$ cat src/rtl/btb_update.sv
// BTB update engine: turns branch resolutions into BTB entry/LRU writes via a
// read-modify-write of the set metadata, and sweeps the whole table on flush.
module btb_update #(
   parameter int WAYS = 4,
   parameter int SETS = 1024
) (
   input  logic        clk,
   input  logic        rst,
   input  logic        res_valid,
   output logic        res_ready,
   input  logic [31:0] res_pc,
   input  logic [31:0] res_target,
   input  logic        res_taken,
   input  logic        flush,
   output logic        meta_rd_en,
   output logic [9:0]  meta_rd_index,
   input  logic [79:0] meta_tag,
   input  logic [3:0]  meta_valid,
   input  logic [7:0]  meta_pred,
   input  logic [2:0]  meta_lru,
   output logic        wr_en,
   output logic [9:0]  wr_index,
   output logic [3:0]  wr_way_mask,
   output logic [19:0] wr_tag,
   output logic [31:0] wr_target,
   output logic [1:0]  wr_pred,
   output logic        wr_valid,
   output logic        lru_wr_en,
   output logic [2:0]  lru_wr_data,
   output logic        flush_busy,
   output logic [15:0] alloc_count
);

   localparam logic [1:0] S_IDLE  = 2'd0;
   localparam logic [1:0] S_READ  = 2'd1;
   localparam logic [1:0] S_WRITE = 2'd2;
   localparam logic [1:0] S_FLUSH = 2'd3;
   localparam logic [9:0] LAST_IDX = 10'(SETS - 1);

   logic [1:0]  state_q, state_d;
   logic [9:0]  cnt_q, cnt_d;
   logic [9:0]  idx_q, idx_d;
   logic [19:0] tag_q, tag_d;
   logic [31:0] target_q, target_d;
   logic        taken_q, taken_d;
   logic [15:0] alloc_q, alloc_d;

   logic [3:0]  hit_vec;
   logic        hit;
   logic [1:0]  hit_way;
   logic [1:0]  inv_way;
   logic        any_inv;
   logic [1:0]  victim_way;
   logic [1:0]  sel_way;
   logic [1:0]  old_pred;
   logic [1:0]  new_pred;
   logic [2:0]  lru_upd;

   genvar gi;
   generate
      for (gi = 0; gi < WAYS; gi++) begin : g_hit
         assign hit_vec[gi] = meta_valid[gi] && (meta_tag[20*gi +: 20] == tag_q);
      end
   endgenerate

   assign hit = |hit_vec;

   // Downward scans leave the lowest matching / invalid way selected.
   always_comb begin
      hit_way = 2'd0;
      inv_way = 2'd0;
      for (int w = 3; w >= 0; w--) begin
         if (hit_vec[w])
            hit_way = 2'(w);
         if (!meta_valid[w])
            inv_way = 2'(w);
      end
   end

   assign any_inv    = ~&meta_valid;
   assign victim_way = meta_lru[0] ? (meta_lru[2] ? 2'd3 : 2'd2)
                                   : (meta_lru[1] ? 2'd1 : 2'd0);
   assign sel_way    = hit ? hit_way : (any_inv ? inv_way : victim_way);
   assign old_pred   = meta_pred[2*hit_way +: 2];

   always_comb begin
      if (taken_q)
         new_pred = (old_pred == 2'd3) ? 2'd3 : old_pred + 2'd1;
      else
         new_pred = (old_pred == 2'd0) ? 2'd0 : old_pred - 2'd1;
   end

   // Point the tree away from the way just written; lru bit order is {b2,b1,b0}.
   always_comb begin
      if (!sel_way[1])
         lru_upd = {meta_lru[2], (sel_way == 2'd0), 1'b1};
      else
         lru_upd = {(sel_way == 2'd2), meta_lru[1], 1'b0};
   end

   always_comb begin
      state_d       = state_q;
      cnt_d         = cnt_q;
      idx_d         = idx_q;
      tag_d         = tag_q;
      target_d      = target_q;
      taken_d       = taken_q;
      alloc_d       = alloc_q;
      res_ready     = 1'b0;
      meta_rd_en    = 1'b0;
      meta_rd_index = 10'd0;
      wr_en         = 1'b0;
      wr_index      = 10'd0;
      wr_way_mask   = 4'd0;
      wr_tag        = 20'd0;
      wr_target     = 32'd0;
      wr_pred       = 2'd0;
      wr_valid      = 1'b0;
      lru_wr_en     = 1'b0;
      lru_wr_data   = 3'd0;
      flush_busy    = 1'b0;

      case (state_q)
         S_IDLE: begin
            res_ready = !flush;
            if (flush) begin
               state_d = S_FLUSH;
               cnt_d   = 10'd0;
            end else if (res_valid) begin
               state_d  = S_READ;
               idx_d    = res_pc[11:2];
               tag_d    = res_pc[31:12];
               target_d = res_target;
               taken_d  = res_taken;
            end
         end
         S_READ: begin
            meta_rd_en    = 1'b1;
            meta_rd_index = idx_q;
            state_d       = S_WRITE;
         end
         S_WRITE: begin
            state_d = S_IDLE;
            if (hit || taken_q) begin
               wr_en       = 1'b1;
               wr_index    = idx_q;
               wr_way_mask = 4'b0001 << sel_way;
               wr_tag      = tag_q;
               wr_target   = target_q;
               wr_pred     = hit ? new_pred : 2'b10;
               wr_valid    = 1'b1;
               lru_wr_en   = 1'b1;
               lru_wr_data = lru_upd;
               if (!hit && alloc_q != 16'hFFFF)
                  alloc_d = alloc_q + 16'd1;
            end
         end
         default: begin
            flush_busy  = 1'b1;
            wr_en       = 1'b1;
            wr_index    = cnt_q;
            wr_way_mask = 4'hF;
            lru_wr_en   = 1'b1;
            cnt_d       = cnt_q + 10'd1;
            if (cnt_q == LAST_IDX) begin
               state_d = S_IDLE;
               cnt_d   = 10'd0;
            end
         end
      endcase
   end

   always_ff @(posedge clk or posedge rst) begin
      if (rst) begin
         state_q  <= S_IDLE;
         cnt_q    <= 10'd0;
         idx_q    <= 10'd0;
         tag_q    <= 20'd0;
         target_q <= 32'd0;
         taken_q  <= 1'b0;
         alloc_q  <= 16'd0;
      end else begin
         state_q  <= state_d;
         cnt_q    <= cnt_d;
         idx_q    <= idx_d;
         tag_q    <= tag_d;
         target_q <= target_d;
         taken_q  <= taken_d;
         alloc_q  <= alloc_d;
      end
   end

   assign alloc_count = alloc_q;

endmodule

$ cat config.mk
export PLATFORM = sky130hd
export DESIGN_NAME = btb_update
export DESIGN_NICKNAME = d
export VERILOG_FILES = /design/src/rtl/btb_update.sv
export SDC_FILE = /design/constraint.sdc
export NUM_CORES = 1
export LEC_CHECK = 0
export CAP_MARGIN = 5
export CORE_MARGIN = 10
export CORE_UTILIZATION = 46
export DETAILED_ROUTE_END_ITERATION = 12
export GPL_TIMING_DRIVEN = 0
export PLACE_DENSITY = 0.88
export SLEW_MARGIN = 20
export SYNTH_ARGS = -nofsm -noshare
export SYNTH_HDL_FRONTEND = slang
export SYNTH_SLANG_ARGS = --single-unit
$ cat constraint.sdc
create_clock -name clk -period 8.7 [get_ports clk]
set_input_delay 1.74 -clock clk [delete_from_list [all_inputs] [get_ports clk]]
set_output_delay 1.74 -clock clk [all_outputs]
set_load 0.03 [all_outputs]
**Run 1: signal wires on met4**

Supply wires on this layer in grey.
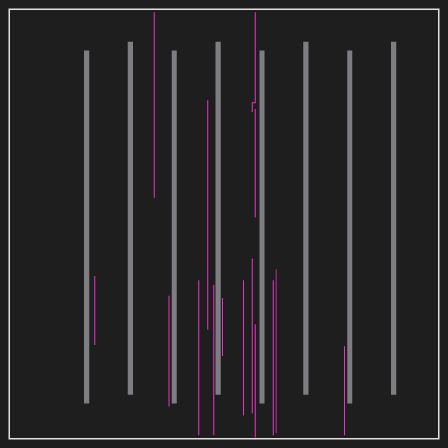
The wires run mostly vertical. 14 nets have wire on it.

**Run 1: where the registers sit**

Other sequential cells in the stronger grey, the rest of the logic in the fainter grey.
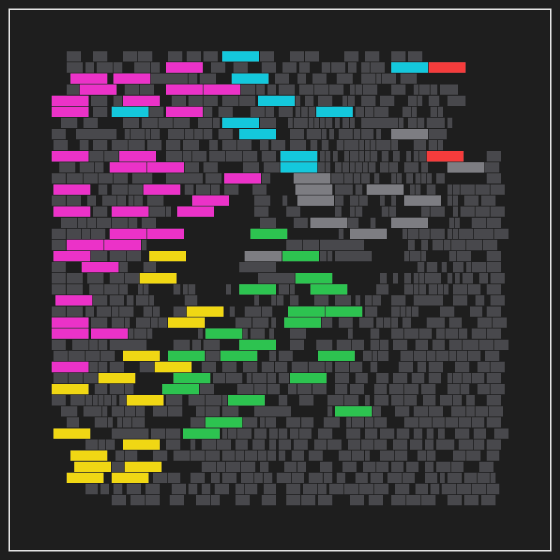
Green stands for `tag_q`, sequential cells 20. Yellow stands for `alloc_count`, sequential cells 16. Cyan stands for `idx_q`, sequential cells 10, where top middle. Magenta stands for `target_q`, sequential cells 32. Red stands for `state_q`, sequential cells 2.

==> results.sh, run 1 <==
# flow metrics
export IMPL_p_switching_mw=1.21
export IMPL_powerDensity_nw_per_um2=308
export IMPL_holdCritPathClass="flip-flop to flip-flop"
export IMPL_p_sw_share_pct=43.6
export IMPL_top_usage_layer="met2"
export IMPL_die_y_um=132
export IMPL_wl_met2_mm=10.5
export IMPL_rsz0062_at_grt="no"
export IMPL_nNonClkBuffers=305
export IMPL_track_usage_pct=23.7
export IMPL_buf_share_pct=31.6
export IMPL_yosysTopAreaCellShare_pct=39.2
export IMPL_critical_path_startpoint="meta_tag[62]"
export IMPL_setup_viol=0
export IMPL_combinationalPower_mw=1.65
export IMPL_ys_warn_count=0
export IMPL_grt_max_degree=80
export IMPL_status="completed"
export IMPL_pwr_share_clk_pct=14.4
export IMPL_p_leak_nw=3.52
export IMPL_drt_vias_per_instance=5.21
export IMPL_clock_fmax_mhz=138
export IMPL_use_met1_pct=27.2
export IMPL_groute_layer_met3_usage_pct=7.08
export IMPL_r2r_slack_ps=5360
export IMPL_tns_ps=0
export IMPL_rr_startpoint="tag_q[0]"
export IMPL_hpwl_mm=17.0
export IMPL_drc=0
export IMPL_slew_viol_final=0
export IMPL_holdBufCountCts=0
export IMPL_dpl_worst_slack_ps=1470
export IMPL_synth_flops=91
export IMPL_synth_most_common_cell="dfrtp_1"
export IMPL_ys_sh_simple_pct=22.5
export IMPL_final_setup_worst_slack_ps=1440
export IMPL_synthTopCellsByCount="dfrtp_1 (91), mux2_2 (65), and2_1 (63)"
export IMPL_clockBufferCount=11
export IMPL_whs_ps=495
export IMPL_synthMuxAreaShare_pct=13.7
export IMPL_drive_gt1_share_pct=11.6
export IMPL_synthFlopType="dfrtp_1"
export IMPL_die_w_um=132
**Run 1: clock wires, drivers and flops**

The bar under the picture is 50 um long.
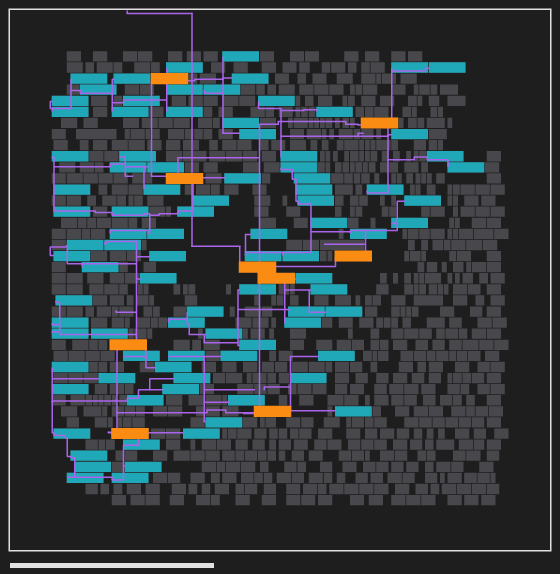
Cyan stands for flip-flops, count 91. Purple stands for clock wires, length 1170 um. Orange stands for clock drivers, count 9.
There are 10 routed clock nets.

**Run 1: clock wiring as the flow saved it**

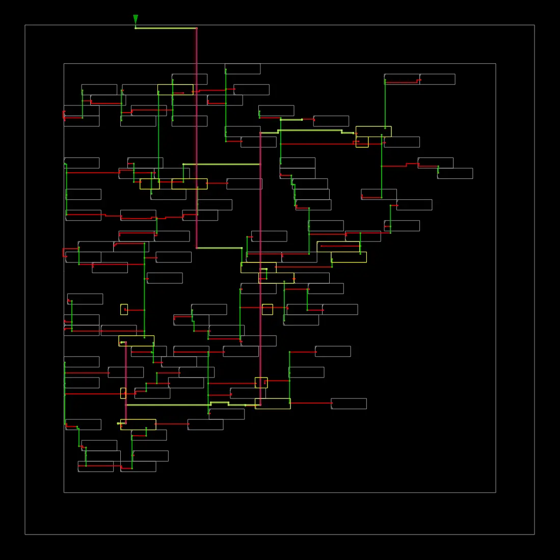
Seq Cell Count: 91
# clock sinks: 91
clk latency late pin: 350 ps
clk_skew: 7.05 ps
Clock group: 398 uW

## run 1: worst max-delay path: cells and delay by family
family | cells | cell delay [ps]
xor gates and xnor gates | 1 | 150
AOI/OAI and AO/OA | 1 | 200
and+or+nand+nor | 6 | 1650
buffers and inverters | 4 | 1770
## run 1: worst min-delay path by stage
stage / start / end / slack (ps) / cells past startpoint
floorplan: cnt_q[9] / cnt_q[9] / 460 / 1
global placement: alloc_count[6] / alloc_count[6] / 470 / 1
detailed placement: target_q[25] / target_q[25] / 490 / 1
CTS: target_q[31] / target_q[31] / 500 / 1
global route: target_q[25] / target_q[25] / 510 / 1
finish: target_q[29] / target_q[29] / 490 / 1
## run 1: sequential cells by signal, summed over array words and instances, names as in the netlist
name / cells
state_q: 2
target_q: 32
alloc_count: 16
tag_q: 20
idx_q: 10
cnt_q: 10
taken_q: 1
==> run 2, diff against run 1 <==
--- a/config.mk
+++ b/config.mk
@@ -7,10 +7,10 @@
 export LEC_CHECK = 0
 export CAP_MARGIN = 5
 export CORE_MARGIN = 10
-export CORE_UTILIZATION = 46
+export CORE_UTILIZATION = 42
 export DETAILED_ROUTE_END_ITERATION = 12
 export GPL_TIMING_DRIVEN = 0
-export PLACE_DENSITY = 0.88
+export PLACE_DENSITY = 0.81
 export SLEW_MARGIN = 20
 export SYNTH_ARGS = -nofsm -noshare
 export SYNTH_HDL_FRONTEND = slang
==> constraint.sdc (replaced) <==
create_clock -name clk -period 6.8 [get_ports clk]
set_input_delay 1.36 -clock clk [delete_from_list [all_inputs] [get_ports clk]]
set_output_delay 1.36 -clock clk [all_outputs]
set_load 0.03 [all_outputs]
**Run 2: where the registers sit**

Other sequential cells in the stronger grey, the rest of the logic in the fainter grey.
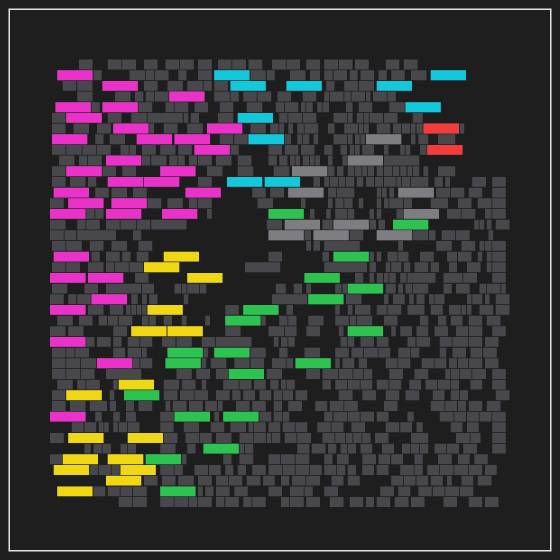
Red stands for `state_q`, sequential cells 2. Yellow stands for `alloc_count`, sequential cells 16. Green stands for `tag_q`, sequential cells 20. Cyan stands for `idx_q`, sequential cells 10, where top middle. Magenta stands for `target_q`, sequential cells 32.
Another 11 sequential cells are not coloured.

==> run 2 against run 1 <==
Net effect:
- area after synthesis unchanged
- flip-flop count unchanged
- largest power group unchanged
- critical path depth unchanged
- critical path type unchanged
- die area up 8.1%
==> results.sh, run 2 <==
# flow metrics
export IMPL_status="completed"
export IMPL_crit_buf_inv=4
export IMPL_die_y_um=138
export IMPL_grt_max_degree=57
export IMPL_clkLatencyLatePin_ps=340
export IMPL_largest_register_ffs=32
export IMPL_critical_path_top_delay_family="buffers and inverters"
export IMPL_use_met1_pct=26.2
export IMPL_whs_path_depth=1
export IMPL_synthFlopType="dfrtp_1"
export IMPL_powerDensity_nw_per_um2=392
export IMPL_p_leak_nw=3.53
export IMPL_yosysTopAreaCellShare_pct=39.2
export IMPL_synth_flops=91
export IMPL_wl_met2_mm=10.8
export IMPL_skew_ps=5.17
export IMPL_setup_viol=0
export IMPL_cp_depth=12
export IMPL_min_to="alloc_count[9]"
export IMPL_synthTopCellsByCount="dfrtp_1 (91), mux2_2 (65), and2_1 (63)"
export IMPL_rsz0062_at_grt="no"
==> run 2: cell counts after synthesis <==
No cell type changed its count.
==> run 2: kinds of logic after synthesis <==
family | Yosys count | synth area share [%]
compound gates | 52 | 5.42
xor+xnor | 93 | 14.0
fa+ha+maj | 6 | 1.29
buf+inv | 53 | 3.90
flops | 91 | 39.2
mux | 71 | 13.7
simple gates | 234 | 22.5
==> run 2: power by group <==
group | internal [mW] | total, mW | switching (mW)
Combinational | 0.929 | 2.10 | 1.17
Sequential | 0.777 | 0.921 | 0.144
Clock | 0.288 | 0.507 | 0.219
==> run 2: layout make-up <==
cell class	count	share of cell area [%]
multi-input combinational	456	36.7
timing repair buffer	265	29.6
sequential	91	25.3
clock buffer	9	2.50
tap	176	2.44
buffer	40	2.00
clock inverter	7	0.847
inverter	13	0.597
antenna	1	0.0278
Power figures rest on the tool's default switching activity, not on a simulated workload.
